File: config.mk
export PLATFORM = sky130hd
export DESIGN_NAME = out_port_bank
export DESIGN_NICKNAME = d
export VERILOG_FILES = /design/src/rtl/arch_defs_pkg.sv /design/src/rtl/sync_fifo.sv /design/src/rtl/out_port_bank.sv
export SDC_FILE = /design/constraint.sdc
export NUM_CORES = 1
export LEC_CHECK = 0
export CORE_UTILIZATION = 45
export CTS_BUF_LIST = sky130_fd_sc_hd__clkbuf_8
export DETAILED_ROUTE_END_ITERATION = 7
export GPL_ROUTABILITY_DRIVEN = 0
export PLACE_DENSITY = 0.73
export SYNTH_ARGS = -nofsm -noshare
export SYNTH_HDL_FRONTEND = slang
export SYNTH_SLANG_ARGS = --single-unit
File: constraint.sdc
create_clock -name clk -period 2.96 [get_ports clk]
set_clock_uncertainty 0.2 [all_clocks]
set_input_delay 0.592 -clock clk [delete_from_list [all_inputs] [get_ports clk]]
set_output_delay 0.592 -clock clk [all_outputs]
set_load 0.05 [all_outputs]
File: src/rtl/arch_defs_pkg.sv
// ============================================================================
// Module      : arch_defs_pkg
// Description : Architecture-wide constants shared by the datapath and I/O.
// Revision    : 1.0 - initial release
// ============================================================================
`default_nettype none

package arch_defs_pkg;
  localparam int DATA_WIDTH       = 8;
  localparam int OUT_NUM_CHANNELS = 4;
  localparam int OUT_FIFO_DEPTH   = 4;

  // A single-channel bank still needs a one-bit index field in each entry.
  function automatic int chan_idx_w(input int n);
    return (n > 1) ? $clog2(n) : 1;
  endfunction
endpackage

`default_nettype wire

File: src/rtl/sync_fifo.sv
// ============================================================================
// Module      : sync_fifo
// Description : Generic single-clock FIFO, registered output, no fall-through.
// Revision    : 1.0 - initial release
// ============================================================================
`default_nettype none

module sync_fifo #(
  parameter int  WIDTH = 8,
  parameter int  DEPTH = 4,
  localparam int AW    = $clog2(DEPTH)
) (
  input  logic             clk,
  input  logic             rst_n,
  input  logic             push,
  input  logic             pop,
  input  logic [WIDTH-1:0] wdata,
  output logic [WIDTH-1:0] rdata,
  output logic             full,
  output logic             empty,
  output logic [AW:0]      count
);

  logic [WIDTH-1:0] mem_q [DEPTH];
  logic [WIDTH-1:0] mem_d [DEPTH];
  logic [AW-1:0]    wr_ptr_q, wr_ptr_d;
  logic [AW-1:0]    rd_ptr_q, rd_ptr_d;
  logic [AW:0]      count_q, count_d;
  logic             do_push, do_pop;

  assign full    = (count_q == (AW+1)'(DEPTH));
  assign empty   = (count_q == '0);
  assign count   = count_q;
  assign rdata   = mem_q[rd_ptr_q];
  // A full FIFO refuses pushes even when a pop frees a slot in the same cycle.
  assign do_push = push && !full;
  assign do_pop  = pop && !empty;

  always_comb begin
    mem_d    = mem_q;
    wr_ptr_d = wr_ptr_q;
    rd_ptr_d = rd_ptr_q;
    count_d  = count_q;
    if (do_push) begin
      mem_d[wr_ptr_q] = wdata;
      wr_ptr_d        = wr_ptr_q + 1'b1;
    end
    if (do_pop) begin
      rd_ptr_d = rd_ptr_q + 1'b1;
    end
    case ({do_push, do_pop})
      2'b10:   count_d = count_q + 1'b1;
      2'b01:   count_d = count_q - 1'b1;
      default: count_d = count_q;
    endcase
  end

  always_ff @(posedge clk or negedge rst_n) begin
    if (!rst_n) begin
      for (int i = 0; i < DEPTH; i++) begin
        mem_q[i] <= '0;
      end
      wr_ptr_q <= '0;
      rd_ptr_q <= '0;
      count_q  <= '0;
    end else begin
      mem_q    <= mem_d;
      wr_ptr_q <= wr_ptr_d;
      rd_ptr_q <= rd_ptr_d;
      count_q  <= count_d;
    end
  end

endmodule

`default_nettype wire

File: src/rtl/out_port_bank.sv
// ============================================================================
// Module      : out_port_bank
// Description : Buffered multi-channel OUT port with per-channel display latches.
// Revision    : 1.0 - initial release
// ============================================================================
`default_nettype none

module out_port_bank #(
  parameter int  DATA_WIDTH   = arch_defs_pkg::DATA_WIDTH,
  parameter int  NUM_CHANNELS = arch_defs_pkg::OUT_NUM_CHANNELS,
  parameter int  DEPTH        = arch_defs_pkg::OUT_FIFO_DEPTH,
  localparam int CH_W         = arch_defs_pkg::chan_idx_w(NUM_CHANNELS)
) (
  input  logic                               clk,
  input  logic                               reset,
  input  logic                               out_load,
  input  logic [CH_W-1:0]                    out_chan,
  input  logic [DATA_WIDTH-1:0]              bus_data,
  output logic                               out_full,
  output logic                               ovf,
  input  logic                               clr_ovf,
  output logic                               m_valid,
  input  logic                               m_ready,
  output logic [CH_W-1:0]                    m_chan,
  output logic [DATA_WIDTH-1:0]              m_data,
  output logic [NUM_CHANNELS*DATA_WIDTH-1:0] chan_val,
  output logic [$clog2(DEPTH):0]             level
);

  logic                               fifo_empty;
  logic                               pop;
  logic [CH_W+DATA_WIDTH-1:0]         head;
  logic                               ovf_q, ovf_d;
  logic [NUM_CHANNELS*DATA_WIDTH-1:0] chan_val_q, chan_val_d;

  sync_fifo #(
    .WIDTH (CH_W + DATA_WIDTH),
    .DEPTH (DEPTH)
  ) u_fifo (
    .clk   (clk),
    .rst_n (reset),
    .push  (out_load),
    .pop   (pop),
    .wdata ({out_chan, bus_data}),
    .rdata (head),
    .full  (out_full),
    .empty (fifo_empty),
    .count (level)
  );

  assign m_valid          = !fifo_empty;
  assign pop              = m_valid && m_ready;
  assign {m_chan, m_data} = head;
  assign ovf              = ovf_q;
  assign chan_val         = chan_val_q;

  always_comb begin
    ovf_d      = ovf_q;
    chan_val_d = chan_val_q;
    // Set has priority so a drop coinciding with a clear is never lost.
    if (clr_ovf) begin
      ovf_d = 1'b0;
    end
    if (out_load && out_full) begin
      ovf_d = 1'b1;
    end
    // Out-of-range channel tags match no slot and are silently discarded.
    if (pop) begin
      for (int c = 0; c < NUM_CHANNELS; c++) begin
        if (m_chan == CH_W'(c)) begin
          chan_val_d[c*DATA_WIDTH +: DATA_WIDTH] = m_data;
        end
      end
    end
  end

  always_ff @(posedge clk or negedge reset) begin
    if (!reset) begin
      ovf_q      <= 1'b0;
      chan_val_q <= '0;
    end else begin
      ovf_q      <= ovf_d;
      chan_val_q <= chan_val_d;
    end
  end

endmodule

`default_nettype wire

==> ds_physical_params.txt, run 1 <==
Table: implementation figures

Parameter                              Value

Global routing
  Total global-route track usage    0.179
  Met2 track demand over resource in global routing    0.294
  Global-route layer with the greatest usage    met2
  Antenna violations before repair    0
  Pin count of the biggest net entering global routing    ~47

Timing
  Total negative slack for setup checks    0 ns
  Final setup violating endpoints    0
  Max_slew headroom    0.624
  Hold Worst Slack    about 0.043 ns
  Final critical path time including I/O delays and setup    2.77 ns

Synthesis
  Yosys adder share    0.0243
  Area share of the largest cell type after synthesis    0.588
  Post-synthesis chip area from yosys    3400 sq um
  Yosys Instances    203
  Yosys simple share    0.0382
  Post-synthesis cell type count    20
  AND-OR/OR-AND Cells, Area Fraction    0.00883

Worst setup path
  Register-to-register setup slack    about 0.4 ns
  Setup crit end kind    output pin
  Startpoint of the worst setup timing path    u_fifo.rd_ptr_q[0]
  CP arrival    1.97 ns
  Worst Setup Start Kind    flip-flop
  RR Startpoint    u_fifo.count[2]
  Maximum fanout along the worst path    7

Floorplan
  Die span in y    slightly below 90 um

Layout
  Share of post-route cells with drive strength above 1    0.443
  Register with the most flip-flops    u_fifo.mem_q
  Top cells excl fill/tap    dfrtp_1 (80), mux2_2 (73), clkdlybuf4s50_1 (50)
  Sequential standard cell area    between 2000 and 2500 sq um
  Most common logic cell in the routed design    dfrtp_1
  Post-route design area    approximately 4400 sq um

CTS
  Inserted Clock Buffers    9
  CTS tree    done
  H-tree levels    3
  Number of setup buffers added after CTS    0
  Clk_lat worst skew    0.33 ns
  Root Driver    clkbuf_8
  Clock slew at the register clock pins of the worst setup and hold paths    ~0.08 ns
  Clock sink count    80

Routing
  Detailed-routed wire length on met3    181 um
  Total DRC errors in the routed layout    0
  Iteration count of the initial detailed-routing pass    2
  Post-DR wirelength/cell    ~16 um

Place
  Count of placed standard cells including taps    365

Outcome
  Result of the run    complete, no violations
==> run 1: synth_stat cells <==
master,instances
a22o_1,1
buf_2,2
clkbuf_1,2
dfrtp_1,80
fa_1,1
ha_1,5
inv_1,8
mux2_2,73
mux2i_1,1
mux4_2,10
nand2_1,2
nand3_2,5
nor2_1,1
nor3_4,1
nor3b_4,2
o31ai_4,1
or3_1,1
or3b_2,1
xnor2_1,4
xor2_1,2
==> run 1: layout make-up <==
cell class / count / area share
Clock buffer: 10 / 0.0312
Clock inverter: 6 / 0.0298
Inverter: 8 / 0.00682
Multi-Input combinational cell: 111 / 0.307
Sequential cell: 80 / 0.454
Tap cell: 99 / 0.0281
Timing Repair Buffer: 67 / 0.143
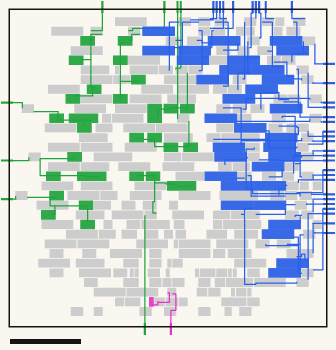
Run 1: wires at chosen ports, followed through buffers
The bar under the picture is 20 um long.
Key: out_full = magenta [direction output, edge bottom, end cells 1, buffers 1, wire 20.0 um]; bus_data = green [direction input, edge 4 top, 3 left, 1 bottom, end cells 32, buffers 8, wire 326 um]; chan_val = blue [direction output, edge 22 right, 10 top, end cells 32, buffers 32, wire 778 um]
num ports: 63
tally of buffers added on design ports: 62

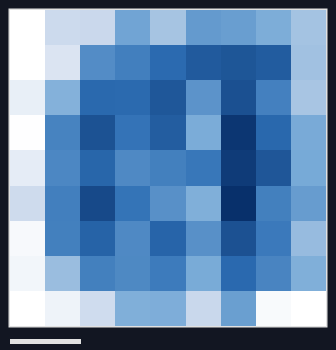
Run 1: placement density heat map
The bar under the picture is 20 um long. The die is cut into 9 by 9 equal tiles; white is low, dark blue is high, 0 to 100% covered.
The densest ninth of the die: right middle. The emptiest ninth of the die: top left. The mean over all tiles is 54%. 6.2% of the tiles are nearly empty. The fullest tile reaches 100%.
Post-Route Utilization: 0.604
core box area: 7290 sq um
initial core utilization: 0.467

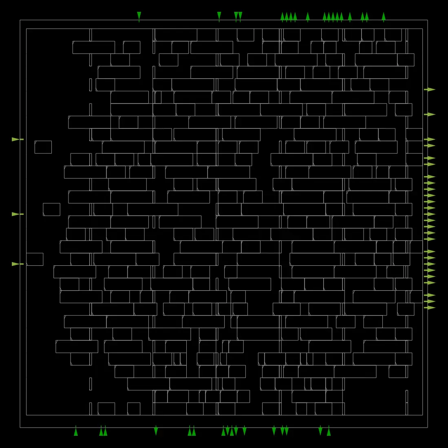
Run 1: cell placement
sequential share of cell area: 0.454
tap cell instance count: 99
filler instances: 582
FF+latch count: 80
fin cells: 381

## Run 2: what changed since run 1
--- a/config.mk
+++ b/config.mk
@@ -13,3 +13,4 @@
 export SYNTH_ARGS = -nofsm -noshare
 export SYNTH_HDL_FRONTEND = slang
+export SYNTH_HIERARCHICAL = 1
 export SYNTH_SLANG_ARGS = --single-unit
--- a/constraint.sdc
+++ b/constraint.sdc
@@ -3,3 +3,3 @@
 set_input_delay 0.592 -clock clk [delete_from_list [all_inputs] [get_ports clk]]
 set_output_delay 0.592 -clock clk [all_outputs]
-set_load 0.05 [all_outputs]
+set_load 0.005 [all_outputs]
==> run 2 against run 1 <==
  * Die area fell by 0.15%
  * Critical path type unchanged
  * Clock-buffer cell count stayed put
  * Global-route usage rose by 0.54 points
  * Synthesized cell count up 2.5%
  * First-iteration DRC count is 28% higher
  * Cell count is 2.9% higher
==> ds_physical_params.txt, run 2 <==
Table: implementation figures

Parameter                              Value

Outcome
  Result of the run    complete, no violations

CTS
  Clock sink count    80 (unchanged)
  Root Driver    clkbuf_8
  Number of setup buffers added after CTS    0 (unchanged)
  Inserted Clock Buffers    9 (unchanged)
  CTS tree    done
  Clock slew at the register clock pins of the worst setup and hold paths    0.08 ns (about the same)
  H-tree levels    3 (unchanged)
  Maximum clock insertion buffer count    2
  Clk_lat worst skew    0.34 ns (about the same)

Routing
  Iteration count of the initial detailed-routing pass    2 (unchanged)
  Post-DR wirelength/cell    16.5 um (+1.8%)
  Total DRC errors in the routed layout    0 (unchanged)

Layout
  Fin cells    392 (+2.9%)
  Register with the most flip-flops    u_fifo/mem_q
  Post-route design area    4460 sq um (+1.1%)
  Top cells excl fill/tap    dfrtp_1 (80), mux2_2 (73), clkdlybuf4s50_1 (61)
  Most common logic cell in the routed design    dfrtp_1
  Share of post-route cells with drive strength above 1    0.413 (-0.0303)
  Filler instances    610 (+4.8%)
  Largest register FFs    40

Worst setup path
  Register-to-register setup slack    0.47 ns (+0.07 ns)
  Startpoint of the worst setup timing path    u_fifo/rd_ptr_q[1]
  Maximum fanout along the worst path    11 (+4)
  R2R Path End    u_fifo/count[2]
  Worst Setup Start Kind    flip-flop
  RR Startpoint    u_fifo/count[1]
  CP arrival    1.96 ns (about the same)

Timing
  Highest achievable clock rate    363 MHz
  Final setup violating endpoints    0 (unchanged)
  Final critical path time including I/O delays and setup    2.75 ns (-0.0112 ns)
  Max_slew headroom    0.629 (+0.00506)
  Final Hold Viols    0

Place
  Tally of buffers added on design ports    62 (unchanged)
  Count of placed standard cells including taps    376 (+3.0%)

Synthesis
  Area share of the largest cell type after synthesis    0.589 (+0.000867)
  AND-OR/OR-AND Cells, Area Fraction    0.00442 (-0.00441)
  Top-count cell post-synth    dfrtp_1
  Post-Syn Nets    229
  Share of synthesized area occupied by flip-flops and latches    0.589
  Yosys adder share    0.0243 (+0.0000358)
  Yosys simple share    0.0420 (+0.00374)
  Flip-flops with a built-in enable    0 (unchanged)
  Post-synthesis chip area from yosys    3400 sq um (-0.15%)
  Most used standard cells in the synthesized netlist    dfrtp_1 (80), mux2_2 (73), mux4_2 (10)
  Yosys Instances    208 (+2.5%)
  Post-synthesis cell type count    23 (+15%)
  Fraction of registers with async set/reset    1.00 (unchanged)
  Most used DFF post-synth    dfrtp_1

Floorplan
  Die span in y    88.9 um (about the same)
  Num ports    63 (unchanged)
  Core box area    7290 sq um (unchanged)

Min path
  Classification of the worst-slack hold path    in2async

Global routing
  Antenna violations before repair    0 (unchanged)
  Total global-route track usage    0.185 (+0.00544)

Flow run
  Number of OpenROAD warnings    29
## run 2: per-layer routing
metal  global-route usage  vias up  part of all wire  wire [um]
li1                     -      913                 -          -
met1                0.249     1022              0.46       2970
met2                0.301       49              0.50       3250
met3               0.0401        4             0.036        234
met4               0.0601        0            0.0042         27
met5                    0        -                 0          0
## run 2: layout make-up
cell class,count,area (sq um),area share
clock buffer,10,138,0.0309
clock inverter,6,115,0.0258
inverter,7,26.3,0.00590
multi-input combinational,117,1350,0.303
sequential,80,2000,0.449
tap,99,124,0.0278
timing repair buffer,73,701,0.157
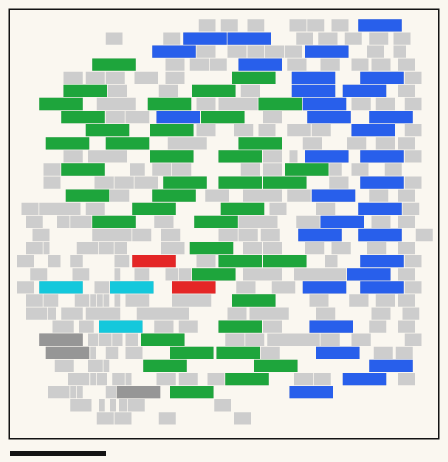
Run 2: sequential cells grouped by signal name
The bar under the picture is 20 um long. Other sequential cells in the stronger gray, the rest of the logic in the fainter gray.
Key: u_fifo/rd_ptr_q = red [placed flops 2]; chan_val = blue [placed flops 32]; u_fifo/mem_q = green [placed flops 40]; u_fifo/count = cyan [placed flops 3]
Post-Route Utilization: 0.611
sequential standard cell area: 2000 sq um

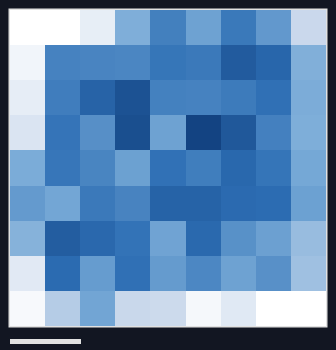
Run 2: placement density heat map
The bar under the picture is 20 um long. The die is cut into 9 by 9 equal tiles; white is low, dark blue is high, 0 to 100% covered.
initial core utilization: 0.466

## Run 3: what changed since run 2
- CORE_UTILIZATION: 45 -> 54
- PLACE_DENSITY: 0.73 -> 0.85
==> run 3 against run 2 <==
  * Setup slack got worse by 0.016 ns
  * Cell area decreased by 1.1%
  * Cell count decreased by 5.6%
  * Flip-flop count did not move
  * Worst hold slack got worse by 0.00050 ns
  * Sequential share of layout area is 0.50 points higher
  * Largest cell class unchanged
  * Critical path type unchanged
==> ds_physical_params.txt, run 3 <==
Table: implementation figures

Parameter                              Value

Global routing
  Met1 routing resource usage after global routing    0.311 (+0.0619)
  Global-route layer with the greatest usage    met2
  Global-route met3 utilization    0.0449 (+0.00483)
  Antenna violations before repair    0 (unchanged)
  Total global-route track usage    0.223 (+0.0382)

Synthesis
  Flip-flops with a built-in enable    0 (unchanged)
  AND-OR/OR-AND Cells, Area Fraction    0.00442 (unchanged)
  Yosys adder share    0.0243 (unchanged)
  Fraction of registers with async set/reset    1.00 (unchanged)
  Area share of the largest cell type after synthesis    0.589 (unchanged)
  Post-synthesis chip area from yosys    3400 sq um (unchanged)
  Share of synthesized area occupied by flip-flops and latches    0.589 (unchanged)
  Most used standard cells in the synthesized netlist    dfrtp_1 (80), mux2_2 (73), mux4_2 (10)
  Post-Syn Nets    229 (unchanged)
  Top-count cell post-synth    dfrtp_1
  Post-synthesis cell type count    23 (unchanged)
  Most used DFF post-synth    dfrtp_1
  Yosys Instances    208 (unchanged)

Worst setup path
  Register-to-register setup slack    0.58 ns (+0.11 ns)
  Maximum fanout along the worst path    7 (-4)
  CP arrival    1.98 ns (+0.02 ns)
  R2R Path End    u_fifo/count[2]
  RR Startpoint    u_fifo/count[0]
  Worst Setup Start Kind    flip-flop
  Family of cells with the greatest summed delay on the critical path    buffers and inverters
  Maximum single-stage delay on the critical path    0.61 ns

CTS
  # resized after CTS    0
  Number of setup buffers added after CTS    0 (unchanged)
  Clock slew at the register clock pins of the worst setup and hold paths    0.08 ns (about the same)
  Root Driver    clkbuf_8
  Maximum clock insertion buffer count    2 (unchanged)
  Inserted Clock Buffers    9 (unchanged)
  Clk_lat worst skew    0.34 ns (about the same)
  H-tree levels    3 (unchanged)

Place
  Count of placed standard cells including taps    354 (-5.9%)
  Tally of buffers added on design ports    62 (unchanged)

Outcome
  Result of the run    complete, no violations

Layout
  Post-route design area    4410 sq um (-1.1%)
  Largest register FFs    40 (unchanged)
  Fin cells    370 (-5.6%)

Floorplan
  Initial core utilization    0.567 (+0.101)
  Die span in y    81.3 um (-8.5%)
  Core box area    5990 sq um (-18%)
  Num ports    63 (unchanged)

Flow run
  Number of OpenROAD warnings    29 (unchanged)

Routing
  Detailed-routed wire length on met3    276 um (+18%)
  Iteration count of the initial detailed-routing pass    4 (+2)
  Top sig layer    met4
  Routed met2 length    3160 um (-2.7%)
  Metal-1 WL    2890 um (-2.6%)

Timing
  Final setup violating endpoints    0 (unchanged)
  Final Hold Viols    0 (unchanged)
  Max_slew headroom    0.599 (-0.0301)
  Highest achievable clock rate    361 MHz (-0.58%)
  Final critical path time including I/O delays and setup    2.77 ns (+0.0159 ns)

Min path
  Classification of the worst-slack hold path    in2async
## run 3: cell types whose count changed in the layout (fill, tap and decap cells not counted), sizes merged
| cell | delta |
|---|---|
| inv | +1 |
| buf | +2 |
| clkinvlp | +3 |
| bufinv | -1 |
| clkbuf | -1 |
| clkinv | -2 |
## run 3: layout make-up
type,count,area [sq um]
flip-flops and latches,80,2000
fillers,382,1580
multi-input cells,117,1350
repair buffers,75,716
clock buffers,9,124
clock inverters,7,95.1
well taps,75,93.8
inverters,7,26.3
## run 3: cells by family (layout without fill, tap and decap cells)
group                    Yosys count  count (layout)
flip-flops                        80              80
AND/OR/NAND/NOR                   19              19
XOR/XNOR                           6               6
multiplexers                      84              84
adder cells (fa/ha/maj)            6               6
AND-OR/OR-AND                      2               2
buffers and inverters             11              98
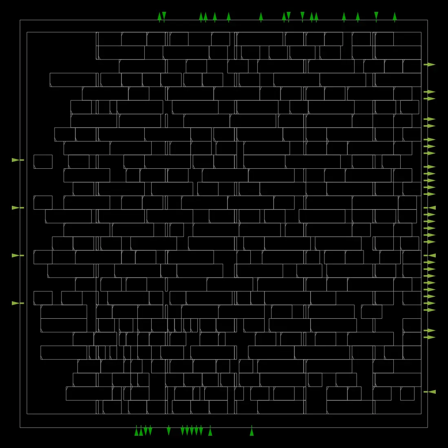
Run 3: cell placement
tap cell instance count: 75
placement row count: 28
Post-Route Utilization: 0.736

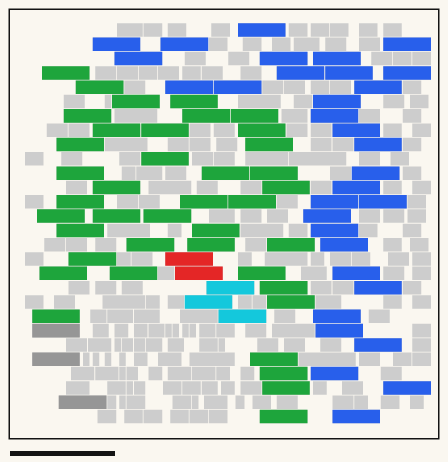
Run 3: sequential cells grouped by signal name
The bar under the picture is 20 um long. Other sequential cells in the stronger gray, the rest of the logic in the fainter gray.
sequential share of cell area: 0.454

